### config.mk
export PLATFORM = sky130hd
export DESIGN_NAME = tdc_phase_sweep_ctrl
export DESIGN_NICKNAME = d
export VERILOG_FILES = /design/src/rtl/tdc_phase_sweep_ctrl.sv
export SDC_FILE = /design/constraint.sdc
export NUM_CORES = 1
export LEC_CHECK = 0
export CORE_MARGIN = 2
export CORE_UTILIZATION = 52
export DETAILED_ROUTE_END_ITERATION = 12
export PLACE_DENSITY = 0.82
export SLEW_MARGIN = 20
export SYNTH_ARGS = -nofsm -noshare
export SYNTH_HDL_FRONTEND = slang
export SYNTH_SLANG_ARGS = --single-unit
### constraint.sdc
create_clock -name clock -period 2.2 [get_ports clock]
set_clock_uncertainty 0.1 [all_clocks]
set_input_delay 0.44 -clock clock [delete_from_list [all_inputs] [get_ports clock]]
set_output_delay 0.44 -clock clock [all_outputs]
set_load 0.02 [all_outputs]
### src/rtl/tdc_phase_sweep_ctrl.sv
// ---------------------------------------------------------------------------
// tdc_phase_sweep_ctrl
//
// Sequencer for the carry-chain TDC phase-sweep experiment. For each of
// N_STEPS phase steps it pulses the PLL dynamic phase-step handshake, waits
// for phase_done to go low and back high, lets the shifted clock settle,
// captures the carry-chain thermometer code with its ones-count and writes
// {count, code} to the response RAM at address = step.
//
// Ports
//   clock       controller clock, all logic on posedge
//   reset       asynchronous active-low reset
//   start       single-cycle sweep start (accepted in IDLE / DONE / ERROR)
//   abort       level, synchronous return to IDLE from any state
//   updn_in     sweep direction, latched on start
//   locked      PLL lock, asynchronous, synchronised internally
//   phase_done  PLL phase-done, asynchronous, synchronised internally
//   tdc_code    registered carry-chain thermometer code
//   phase_en    PLL phase-step enable
//   updn        latched sweep direction
//   cntsel      PLL counter select (constant CNTSEL)
//   busy        sweep in progress
//   done        sweep completed (sticky)
//   error       sweep failed (sticky)
//   err_code    00 none, 01 lock timeout, 10 phase_done timeout, 11 lock lost
//   step        current step index
//   wr_en       one-cycle response RAM write strobe
//   wr_addr     response RAM address
//   wr_data     {ones_count, code}
// ---------------------------------------------------------------------------
module tdc_phase_sweep_ctrl #(
    parameter int          N_STEPS       = 8,
    parameter int          N_BITS        = 16,
    parameter int          MIN_EN        = 2,
    parameter int          SETTLE_CYCLES = 4,
    parameter int          TIMEOUT       = 255,
    parameter logic [4:0]  CNTSEL        = 5'b00000,
    localparam int         STEP_W        = $clog2(N_STEPS),
    localparam int         CNT_W         = $clog2(N_BITS + 1)
) (
    input  logic                    clock,
    input  logic                    reset,
    input  logic                    start,
    input  logic                    abort,
    input  logic                    updn_in,
    input  logic                    locked,
    input  logic                    phase_done,
    input  logic [N_BITS-1:0]       tdc_code,
    output logic                    phase_en,
    output logic                    updn,
    output logic [4:0]              cntsel,
    output logic                    busy,
    output logic                    done,
    output logic                    error,
    output logic [1:0]              err_code,
    output logic [STEP_W-1:0]       step,
    output logic                    wr_en,
    output logic [STEP_W-1:0]       wr_addr,
    output logic [CNT_W+N_BITS-1:0] wr_data
);

    localparam int TMO_W = $clog2(TIMEOUT + 1);
    localparam int EN_W  = $clog2(MIN_EN) + 1;

    localparam logic [TMO_W-1:0]  TMO_LAST    = TMO_W'(TIMEOUT - 1);
    localparam logic [TMO_W-1:0]  SETTLE_LAST = TMO_W'(SETTLE_CYCLES - 1);
    localparam logic [EN_W-1:0]   EN_LAST     = EN_W'(MIN_EN - 1);
    localparam logic [STEP_W-1:0] STEP_LAST   = STEP_W'(N_STEPS - 1);

    localparam logic [1:0] ERR_NONE     = 2'b00;
    localparam logic [1:0] ERR_LOCK_TMO = 2'b01;
    localparam logic [1:0] ERR_PD_TMO   = 2'b10;
    localparam logic [1:0] ERR_LOCKLOST = 2'b11;

    typedef enum logic [3:0] {
        IDLE,
        WAIT_LOCK,
        PH_EN,
        WAIT_HI,
        SETTLE,
        CAPTURE,
        WRITE,
        DONE,
        ERROR
    } state_t;

    state_t            state;
    logic [TMO_W-1:0]  tmo_cnt;
    logic [EN_W-1:0]   en_cnt;

    // Two-flop synchronisers: _p0 is the metastability-catching flop,
    // _p1 is the clean synchronised value.
    logic lk_p0, lk_p1;
    logic pd_p0, pd_p1;

    logic locked_s;
    logic phase_done_s;
    logic lock_lost;

    // Ones-count rather than edge position, so bubbles in the thermometer
    // code still give a meaningful result.
    function automatic logic [CNT_W-1:0] popcount(input logic [N_BITS-1:0] v);
        logic [CNT_W-1:0] c;
        c = '0;
        for (int i = 0; i < N_BITS; i++) begin
            c = c + CNT_W'(v[i]);
        end
        return c;
    endfunction

    // ---- stage p0/p1: input synchronisers ----
    always_ff @(posedge clock or negedge reset) begin
        if (!reset) begin
            lk_p0 <= 1'b0;
            lk_p1 <= 1'b0;
            pd_p0 <= 1'b0;
            pd_p1 <= 1'b0;
        end else begin
            lk_p0 <= locked;
            lk_p1 <= lk_p0;
            pd_p0 <= phase_done;
            pd_p1 <= pd_p0;
        end
    end

    assign locked_s     = lk_p1;
    assign phase_done_s = pd_p1;

    assign lock_lost = !locked_s &&
                       ((state == PH_EN)   || (state == WAIT_HI) ||
                        (state == SETTLE)  || (state == CAPTURE) ||
                        (state == WRITE));

    assign busy   = (state != IDLE) && (state != DONE) && (state != ERROR);
    assign cntsel = CNTSEL;

    // ---- sequencer ----
    always_ff @(posedge clock or negedge reset) begin
        if (!reset) begin
            state    <= IDLE;
            tmo_cnt  <= '0;
            en_cnt   <= '0;
            phase_en <= 1'b0;
            updn     <= 1'b0;
            done     <= 1'b0;
            error    <= 1'b0;
            err_code <= ERR_NONE;
            step     <= '0;
            wr_en    <= 1'b0;
            wr_addr  <= '0;
            wr_data  <= '0;
        end else begin
            wr_en <= 1'b0;
            if (tmo_cnt != '1) begin
                tmo_cnt <= tmo_cnt + 1'b1;
            end

            if (abort) begin
                state    <= IDLE;
                tmo_cnt  <= '0;
                en_cnt   <= '0;
                phase_en <= 1'b0;
                updn     <= 1'b0;
                done     <= 1'b0;
                error    <= 1'b0;
                err_code <= ERR_NONE;
                step     <= '0;
                wr_addr  <= '0;
                wr_data  <= '0;
            end else if (lock_lost) begin
                state    <= ERROR;
                tmo_cnt  <= '0;
                phase_en <= 1'b0;
                error    <= 1'b1;
                err_code <= ERR_LOCKLOST;
            end else begin
                case (state)
                    IDLE, DONE, ERROR: begin
                        if (start) begin
                            state    <= WAIT_LOCK;
                            tmo_cnt  <= '0;
                            updn     <= updn_in;
                            step     <= '0;
                            done     <= 1'b0;
                            error    <= 1'b0;
                            err_code <= ERR_NONE;
                        end
                    end

                    WAIT_LOCK: begin
                        if (locked_s) begin
                            state    <= PH_EN;
                            tmo_cnt  <= '0;
                            en_cnt   <= '0;
                            phase_en <= 1'b1;
                        end else if (tmo_cnt == TMO_LAST) begin
                            state    <= ERROR;
                            tmo_cnt  <= '0;
                            error    <= 1'b1;
                            err_code <= ERR_LOCK_TMO;
                        end
                    end

                    PH_EN: begin
                        if (en_cnt < EN_LAST) begin
                            en_cnt <= en_cnt + 1'b1;
                        end
                        // phase_en drops on the same edge that leaves PH_EN,
                        // so its width is exactly the time spent here.
                        if ((en_cnt >= EN_LAST) && !phase_done_s) begin
                            state    <= WAIT_HI;
                            tmo_cnt  <= '0;
                            phase_en <= 1'b0;
                        end else if (tmo_cnt == TMO_LAST) begin
                            state    <= ERROR;
                            tmo_cnt  <= '0;
                            phase_en <= 1'b0;
                            error    <= 1'b1;
                            err_code <= ERR_PD_TMO;
                        end
                    end

                    WAIT_HI: begin
                        if (phase_done_s) begin
                            state   <= SETTLE;
                            tmo_cnt <= '0;
                        end else if (tmo_cnt == TMO_LAST) begin
                            state    <= ERROR;
                            tmo_cnt  <= '0;
                            error    <= 1'b1;
                            err_code <= ERR_PD_TMO;
                        end
                    end

                    SETTLE: begin
                        if (tmo_cnt == SETTLE_LAST) begin
                            state   <= CAPTURE;
                            tmo_cnt <= '0;
                        end
                    end

                    CAPTURE: begin
                        state   <= WRITE;
                        tmo_cnt <= '0;
                        wr_addr <= step;
                        wr_data <= {popcount(tdc_code), tdc_code};
                        // lk_p0 is what locked_s will be during WRITE, so a
                        // lock loss seen in WRITE never produces a strobe.
                        wr_en   <= lk_p0;
                    end

                    WRITE: begin
                        tmo_cnt <= '0;
                        if (step == STEP_LAST) begin
                            state <= DONE;
                            done  <= 1'b1;
                        end else begin
                            state    <= PH_EN;
                            step     <= step + 1'b1;
                            en_cnt   <= '0;
                            phase_en <= 1'b1;
                        end
                    end

                    default: begin
                        state    <= IDLE;
                        tmo_cnt  <= '0;
                        phase_en <= 1'b0;
                    end
                endcase
            end
        end
    end

endmodule

### Metal 1, run 1

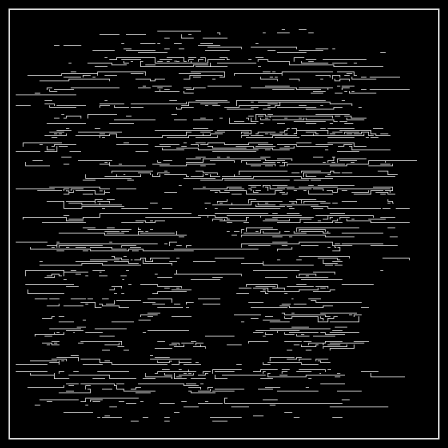
wire length on this layer: 3300 um
longest straight run: 22.5 um
met1 Track Usage GR: 31.8%
drt total wl: 7520 um
Via Count: 2762

### Metal 2, run 1

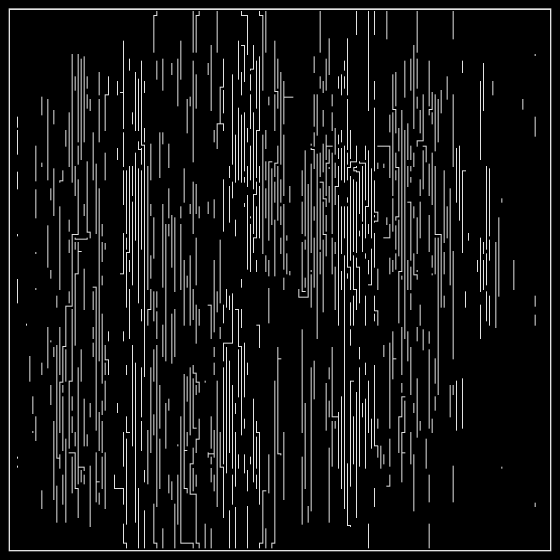
nets with wire on the layer: 398
main direction: vertical
share of all routed wire: 50%
wire length on this layer: 3770 um
longest straight run: 38.4 um
Global Route met2 Usage: 40.1%

### Metal 3, run 1

Bar = 20 um. Cells faint in the background.
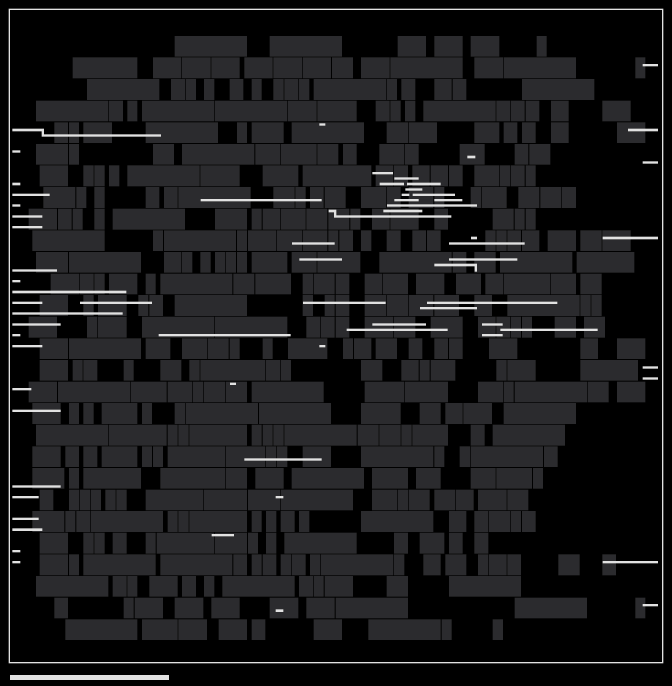
main direction: horizontal
longest straight run: 16.3 um
wire length on this layer: 342 um
nets with wire on the layer: 53
share of all routed wire: 4.6%
GRT met3 Usage: 4.18%

run 1: metrics by stage:
stage / hold slack [ps] / cells / setup TNS, ps
after CTS: 162 / 495 / -5420
after global routing: 187 / 497 / -5400
after detailed placement: 261 / 486 / -9410
final: 134 / 497 / -5040
after global placement: 239 / 486 / -9200
after floorplan: 44.4 / 356 / -5790
run 1: critical path: cells and delay by family:
| kind | cells | cell delay [ps] |
|---|---|---|
| adders and majority gates | 6 | 2470 |
| and+or+nand+nor | 1 | 90 |
| buffers and inverters | 3 | 160 |
| AOI/OAI and AO/OA | 2 | 260 |
run 1: layer usage:
metal | vias up | part of all wire (%) | global-route usage [%]
li1 | 1321 | - | -
met1 | 1332 | 44 | 31.8
met2 | 95 | 50 | 40.1
met3 | 14 | 4.5 | 4.18
met4 | 0 | 1.5 | 7.50
met5 | - | 0 | 0
run 1: how the worst min path moves through the flow:
stage | from | to | slack [ps] | cells past startpoint
detailed placement | lk_p0$_DFF_PN0_ | lk_p1$_DFF_PN0_ | 260 | 0
finish | reset | tmo_cnt[6]$_DFF_PN0_ | 130 | 2
CTS | reset | tmo_cnt[6]$_DFF_PN0_ | 160 | 2
global placement | pd_p0$_DFF_PN0_ | pd_p1$_DFF_PN0_ | 240 | 0
floorplan | reset | done$_DFFE_PN0P_ | 40 | 0
global route | reset | tmo_cnt[6]$_DFF_PN0_ | 190 | 2
run 1: flip-flops by register name, indices dropped and copies added (netlist names), 2 cells and up:
name	flops
wr_addr	3
tmo_cnt	8
wr_data	21
en_cnt	2
step	3
err_code	2
state	4
run 1: logic make-up (layout without fill, tap and decap cells):
logic type | count (synthesis) | count (layout) | share of synthesized area (%)
AOI/OAI and AO/OA | 85 | 85 | 17.6
xor gates and xnor gates | 5 | 5 | 1.38
adders and majority gates | 21 | 21 | 10.7
buffers and inverters | 58 | 124 | 7.77
DFF | 52 | 52 | 41.0
muxes | 7 | 7 | 2.29
other | 1 | 5 | 0.118
and+or+nand+nor | 123 | 123 | 19.2
run 1: cell type report:
type                       count  area, sq um
tap                           75         93.8
clock inverter                 2         15.0
clock buffer                   6         82.6
inverter                      34          135
timing repair buffer          82          783
sequential                    52         1300
multi-input combinational    246         1680
fill                         467         1830
run 1: repair_timing:
item | CTS | global route
buffers inserted | 1 | 2
gates resized | 49 | 9
pin swaps | 18 | 13
hold buffers | 0 | 0
setup endpoints to repair | 6 | 7
run 1: power breakdown:
group          internal, W  total, W  switching, W
registers         0.000971  0.000985     0.0000138
logic             0.000368  0.000760      0.000393
clock network     0.000255  0.000587      0.000331
total              0.00159   0.00233      0.000738
run 1: cell usage in the layout (no fill, tap or decap), types with 3 or more instances in the layout:
cell type and count:
clkdlybuf4s50_1 45, nand3_1 13, nor2b_1 6, nor2_1 17, buf_4 23, ha_1 9, nand2b_1 4, inv_2 12
o21a_1 3, fa_1 7, clkbuf_8 6, a211oi_1 4, conb_1 5, dfrtp_1 52, nor3_1 5, mux2i_1 5
fa_2 3, xnor2_1 4, o21ai_0 10, buf_2 3, inv_1 21, a21oi_1 36, a21o_1 4, o31a_1 3
buf_6 6, nand2_1 58
==> GITHUB_STEP_SUMMARY, run 1 <==
### Flow metrics

| Metric | Value |
|---|---|
| Syn_area_per_cell | `9.01 sq um` |
| Slowest stage delay, CP | `540 ps` |
| Slowest cell on crit path | `fa_1` |
| GR Overflow Total | `0` |
| Clk slew on worst S/H paths | `100 ps` |
| Crit Path Class | `in -> reg` |
| Setup ws final | `-1130 ps` |
| Post-Syn Area | `0.00317 sq mm` |
| Nets@finish | `465` |
| CTS Sinks | `52` |
| GPL Wtd Cong | `0.921` |
| Seq/Total Area, Yosys | `41.0%` |
| Yosys cell count | `352` |
| Setup-failing EPs final | `5` |
| Drt drc | `0` |
| Wire per inst | `15.1 um` |
| Share of post-route cells with drive strength above 1 | `18.0%` |
| Status | `complete, but fails checks` |
| Chip Area, Yosys | `0.00317 sq mm` |
| Power density relative to cell area | `570 mW/mm^2` |
| CP Capture Point | `wr_data[20]$_DFFE_PN0P_` |
| Hpwl dp | `5320 um` |
| Fin area | `0.00409 sq mm` |
| Remaining antenna violation count | `0` |
| Ys flop type | `dfrtp_1` |
| Synthesis-to-layout area growth | `29.0%` |
| Violated checks | `setup timing` |
| R2R Path End | `state[0]$_DFFE_PN0P_` |
| Pre-CTS setup slack | `-1990 ps` |
| Top cells by count | `58 x nand2_1, 52 x dfrtp_1, 37 x a21oi_1, 34 x inv_1, 17 x nor2_1` |
| Final slew viol count | `0` |
### Routing congestion map, run 1

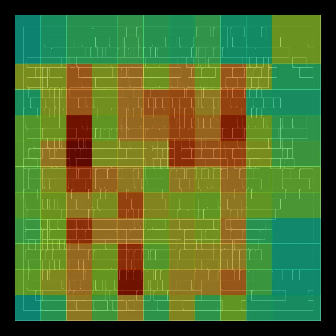

==> run 2, diff against run 1 <==
--- a/config.mk
+++ b/config.mk
@@ -8,7 +8,7 @@
 export CORE_MARGIN = 2
 export CORE_UTILIZATION = 52
 export DETAILED_ROUTE_END_ITERATION = 12
-export PLACE_DENSITY = 0.82
+export PLACE_DENSITY = 0.8
 export SLEW_MARGIN = 20
 export SYNTH_ARGS = -nofsm -noshare
 export SYNTH_HDL_FRONTEND = slang
### Routing congestion map, run 2

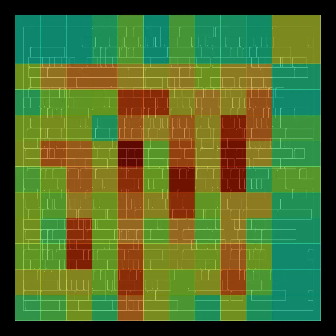
Global Route met2 Usage: 41.1%
GRT Overall Usage: 24.0%
wire per inst: 14.9 um
fin util: 70.6%

### Metal 3, run 2

Bar = 20 um. Cells faint in the background.
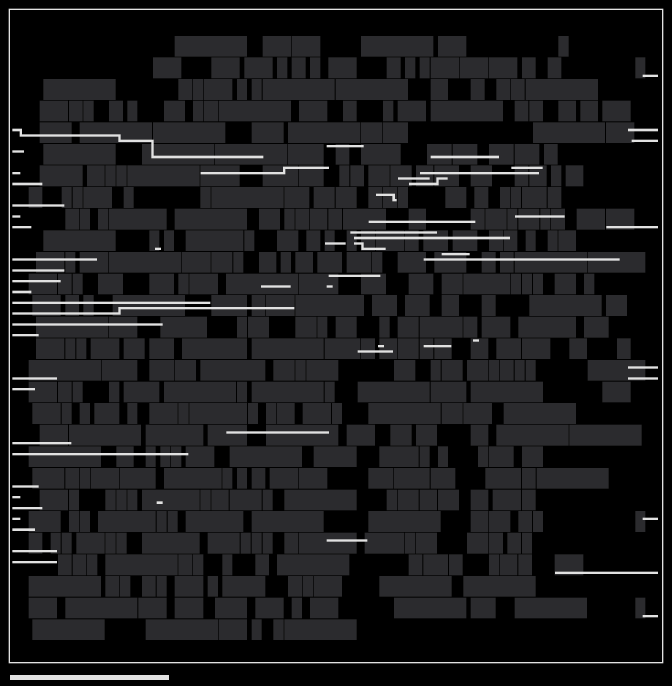
share of all routed wire: 5.8%
main direction: horizontal
nets with wire on the layer: 54
longest straight run: 24.6 um
wire length on this layer: 429 um

### Metal 2, run 2

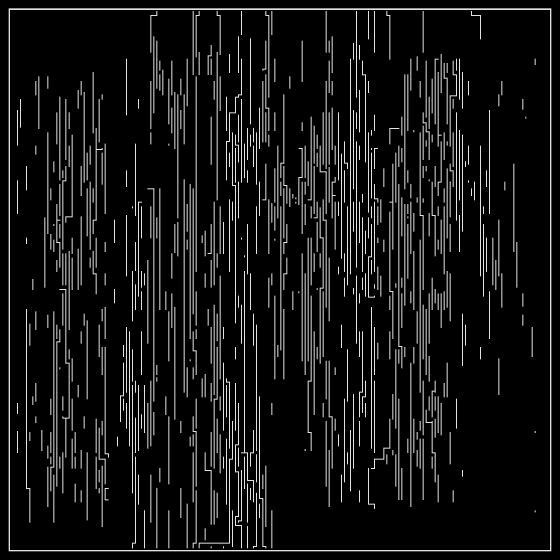
main direction: vertical
longest straight run: 32.6 um
wire length on this layer: 3780 um
drt total wl: 7450 um
Via Count: 2757

==> GITHUB_STEP_SUMMARY, run 2 <==
### Flow metrics

| Metric | Value |
|---|---|
| CTS Sinks | `52 (unchanged)` |
| TNS Setup | `-5040 ps (+3.47 ps)` |
| Clk slew on worst S/H paths | `90 ps (about the same)` |
| Layout fillers | `453 (-3.0%)` |
| Final slew viol count | `0 (unchanged)` |
| Remaining antenna violation count | `0 (unchanged)` |
| Chip Area, Yosys | `0.00317 sq mm (unchanged)` |
| Met1 Track Usage GR | `29.8% (-2.0 points)` |
| GR Overflow Total | `0 (unchanged)` |
| Largest register by flop count | `wr_data` |
| Most common cell after layout, fill and taps aside | `nand2_1` |
| Setup ws final | `-1140 ps (-2.28 ps)` |
| GRT Max-Usage Layer | `met2` |
| Synthesis-to-layout area growth | `31.8%` |
| Hold EP | `wr_data[13]$_DFFE_PN0P_` |
| Drt drc | `0 (unchanged)` |
| GPL Wtd Cong | `0.895 (-2.8%)` |
| Flop area | `0.00130 sq mm (unchanged)` |
| Violated checks | `setup timing` |
| Syn_area_per_cell | `9.01 sq um (unchanged)` |
| Regs by FF count | `wr_data x21, tmo_cnt x8, state x4` |
| Power density relative to cell area | `563 mW/mm^2 (-1.3%)` |
| Slowest stage delay, CP | `560 ps (+20 ps)` |
| Max reg flops | `21 (unchanged)` |
| Hold Path Depth | `3` |
| Yosys cell count | `352 (unchanged)` |
| Share of post-route cells with drive strength above 1 | `19.8% (+1.8 points)` |
| Hpwl dp | `5530 um (+3.9%)` |
| Sum of buffers and inverters on the critical path | `3 (unchanged)` |
| GRT met3 Usage | `6.04% (+1.9 points)` |
| Status | `complete, but fails checks` |
| Most frequent cells in the layout | `57 x nand2_1, 52 x dfrtp_1, 46 x clkdlybuf4s50_1, 33 x a21oi_1, 22 x inv_1` |
| Seq/Total Area, Yosys | `41.0% (unchanged)` |
| Slowest cell on crit path | `fa_1` |
| Hold_sp | `tdc_code[13]` |
| Comb area | `0.00172 sq mm (+2.1%)` |
| Top cells by count | `58 x nand2_1, 52 x dfrtp_1, 37 x a21oi_1, 34 x inv_1, 17 x nor2_1` |
| Ys flop type | `dfrtp_1` |
| Setup-failing EPs final | `5 (unchanged)` |
## run 2: cell counts after synthesis
No cell type changed its count.
## run 2: cells by family (layout without fill, tap and decap cells)
| logic type | count (synthesis) | in the layout | share of synthesized area [%] |
|---|---|---|---|
| compound gates | 85 | 85 | 17.6 |
| xor+xnor | 5 | 5 | 1.38 |
| other cells | 1 | 5 | 0.118 |
| simple gates | 123 | 123 | 19.2 |
| buf+inv | 58 | 126 | 7.77 |
| fa+ha+maj | 21 | 21 | 10.7 |
| mux | 7 | 7 | 2.29 |
| flops | 52 | 52 | 41.0 |
## run 2: tightest hold or removal path, delay by kind of cell
family | cells | cell delay [ps]
AOI/OAI and AO/OA | 1 | 50
buffers and inverters | 1 | 90
and+or+nand+nor | 1 | 40
## run 2: worst max-delay path by stage
stage,cells after the start,endpoint,slack (ps)
6_report,12,wr_data[20]$_DFFE_PN0P_,-1140
5_1_grt,12,wr_data[20]$_DFFE_PN0P_,-1200
4_1_cts,11,wr_data[18]$_DFFE_PN0P_,-1200
3_5_place_dp,11,wr_data[18]$_DFFE_PN0P_,-2000
3_3_place_gp,12,wr_data[20]$_DFFE_PN0P_,-1960
2_1_floorplan,11,wr_data[20]$_DFFE_PN0P_,-1290
## run 2: metrics by stage
stage	power (W)	hold WS [ps]	area (sq um)	std cells	setup WS, ps
floorplan	0.00149	44.4	3210	356	-1290
global route	0.00250	265	4180	499	-1200
finish	0.00235	258	4180	499	-1140
CTS	0.00232	258	4100	498	-1200
global placement	0.00167	243	4010	489	-1960
detailed placement	0.00171	255	4010	489	-2000
## run 2: report_power, final
| part | switching (W) | internal, W | leakage, nW |
|---|---|---|---|
| clock | 0.000321 | 0.000256 | 0.0445 |
| combinational | 0.000411 | 0.000381 | 1.06 |
| sequential | 0.0000118 | 0.000971 | 0.713 |
| total | 0.000743 | 0.00161 | 1.82 |
## run 2: cell type report
type	count	share of cell area, %
clock buffer	7	2.07
sequential	52	31.1
clock inverter	1	0.180
inverter	34	3.35
tap	75	2.25
timing repair buffer	84	20.0
multi-input combinational	246	41.0
## run 2: routing by layer
metal	vias to the layer above	wire length, um
met2	79	3780
met1	1338	3110
met4	0	121
met3	13	428
li1	1327	-
met5	-	0
## run 2: what timing repair did
action / CTS / global route
hold buffers: 1 / 0
setup buffers: 0 / 1
endpoints found under the hold margin: 12 / 0
resized: 51 / 18
pin swaps: 20 / 9
endpoints found under the setup margin: 6 / 9
==> run 3, diff against run 2 <==
--- a/config.mk
+++ b/config.mk
@@ -5,6 +5,7 @@
 export SDC_FILE = /design/constraint.sdc
 export NUM_CORES = 1
 export LEC_CHECK = 0
+export ABC_CLOCK_PERIOD_IN_PS = 2200
 export CORE_MARGIN = 2
 export CORE_UTILIZATION = 52
 export DETAILED_ROUTE_END_ITERATION = 12
### Routing congestion map, run 3

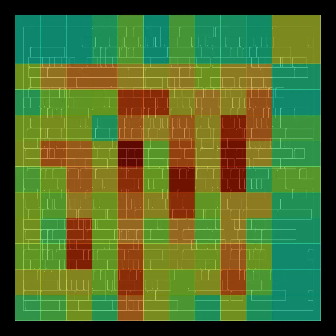
GRT Max-Usage Layer: met2
met1 Track Usage GR: 29.8%

### Metal 1, run 3

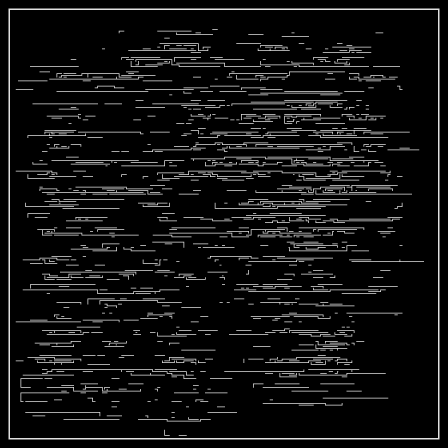
share of all routed wire: 42%
main direction: horizontal

### Metal 2, run 3

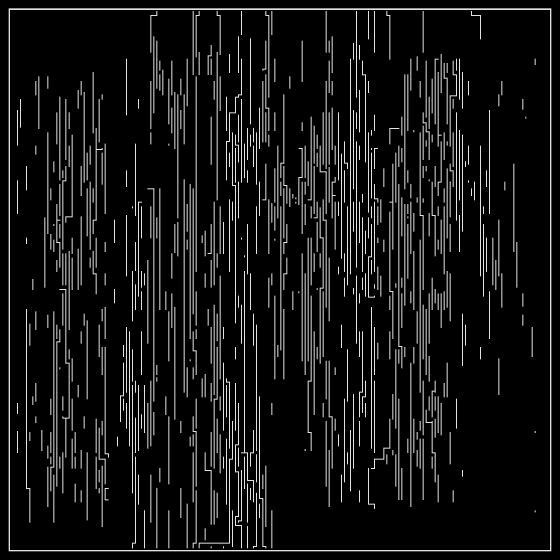
wire length on this layer: 3780 um
longest straight run: 32.6 um
main direction: vertical

==> GITHUB_STEP_SUMMARY, run 3 <==
### Flow metrics

| Metric | Value |
|---|---|
| GPL Wtd Cong | `0.895 (unchanged)` |
| Setup ws final | `-1140 ps (unchanged)` |
| Sw power | `0.000743 W (unchanged)` |
| TNS Setup | `-5040 ps (unchanged)` |
| Ys flop type | `dfrtp_1` |
| Status | `complete, but fails checks` |
| Wire per inst | `14.9 um (unchanged)` |
| Max reg flops | `21 (unchanged)` |
| Slowest stage delay, CP | `560 ps (about the same)` |
| Share of post-route cells with drive strength above 1 | `19.8% (unchanged)` |
| Chip Area, Yosys | `0.00317 sq mm (unchanged)` |
| Synthesis-to-layout area growth | `31.8% (unchanged)` |
| Yosys cell count | `352 (unchanged)` |
| CTS Sinks | `52 (unchanged)` |
| Via Count | `2757 (unchanged)` |
| Sum of buffers and inverters on the critical path | `3 (unchanged)` |
| GRT Overall Usage | `24.0% (unchanged)` |
| Tot Pwr | `0.00235 W (unchanged)` |
| Power density relative to cell area | `563 mW/mm^2 (unchanged)` |
| Clk slew on worst S/H paths | `90 ps (about the same)` |
| Hpwl dp | `5530 um (unchanged)` |
| Clock Power Share | `24.5% (about the same)` |
| Sw Ratio | `31.6% (unchanged)` |
| Comb pwr share | `33.7% (about the same)` |
| Remaining antenna violation count | `0 (unchanged)` |
| Top cells by count | `58 x nand2_1, 52 x dfrtp_1, 37 x a21oi_1, 34 x inv_1, 17 x nor2_1` |
| Syn_area_per_cell | `9.01 sq um (unchanged)` |
| Final slew viol count | `0 (unchanged)` |
| Regs by FF count | `wr_data x21, tmo_cnt x8, state x4` |
| Setup-failing EPs final | `5 (unchanged)` |
| Cell area after placement | `0.00401 sq mm (unchanged)` |
| Violated checks | `setup timing` |
| Fin area | `0.00418 sq mm (unchanged)` |
| WP depth | `12 (unchanged)` |
| Most frequent cells in the layout | `57 x nand2_1, 52 x dfrtp_1, 46 x clkdlybuf4s50_1, 33 x a21oi_1, 22 x inv_1` |
| Drt drc | `0 (unchanged)` |
| GR Overflow Total | `0 (unchanged)` |
| Slowest cell on crit path | `fa_1` |
| Hold Path Depth | `3 (unchanged)` |
| Hold slack final | `258 ps (unchanged)` |
| Drt total wl | `7450 um (unchanged)` |
| Pre-CTS setup slack | `-2000 ps (unchanged)` |
## run 3: power groups by stage
stage          sequential (W)  clock, W  combinational, W
6_report             0.000983  0.000577          0.000791
4_1_cts              0.000983  0.000595          0.000743
3_5_place_dp          0.00100         0          0.000707
3_3_place_gp          0.00100         0          0.000671
2_1_floorplan         0.00101         0          0.000477
5_1_grt              0.000985  0.000631          0.000882
## run 3: cells by family after synthesis
family | share of synthesized area (%)
flops | 41.0
xor+xnor | 1.38
simple gates | 19.2
other cells | 0.118
buf+inv | 7.77
compound gates | 17.6
fa+ha+maj | 10.7
mux | 2.29
## run 3: worst paths after layout
path,start,endpoint
worst min-delay path,tdc_code[13],wr_data[13]$_DFFE_PN0P_
worst max-delay path,tdc_code[7],wr_data[20]$_DFFE_PN0P_
min in group asynchronous,reset,wr_data[5]$_DFFE_PN0P_
max in group asynchronous,reset,state[0]$_DFFE_PN0P_
worst max register to register,step[1]$_DFFE_PN0P_,en_cnt[1]$_DFFE_PN0P_
worst min register to register,pd_p0$_DFF_PN0_,pd_p1$_DFF_PN0_
## run 3: timing repair
| item | CTS | global route |
|---|---|---|
| setup buffers | 0 | 1 |
| hold buffers | 1 | 0 |
| hold endpoints to repair | 12 | 0 |
| endpoints found under the setup margin | 6 | 9 |
| gates resized | 51 | 18 |
| pin swaps | 20 | 9 |
## run 3: area by class of cell
type / instances / area (sq um)
clock buffer: 7 / 86.3
clock inverter: 1 / 7.51
fill: 453 / 1740
inverter: 34 / 140
multi-input combinational: 246 / 1720
sequential: 52 / 1300
tap: 75 / 93.8
timing repair buffer: 84 / 835
## run 3: per-stage QoR
step | cells | util (%)
2_1_floorplan | 356 | -
3_3_place_gp | 489 | 67.6
3_5_place_dp | 489 | 67.6
4_1_cts | 498 | 69.3
5_1_grt | 499 | 70.6
6_report | 499 | 70.6
## run 3: worst reg2reg max path: cells and delay by family, from the launching register on
family / cells / cell delay [ps]
simple gates: 3 / 620
mux: 1 / 310
flops: 1 / 430
compound gates: 1 / 170
fa+ha+maj: 2 / 400
## run 3: layer usage
layer	vias up	wire, um	GRT usage, %
met5	-	0	0
met4	0	121	7.50
met3	13	428	6.04
met2	79	3780	41.1
met1	1338	3110	29.8
li1	1327	-	-
No activity file was given, so power comes from the tool's default toggle rates.
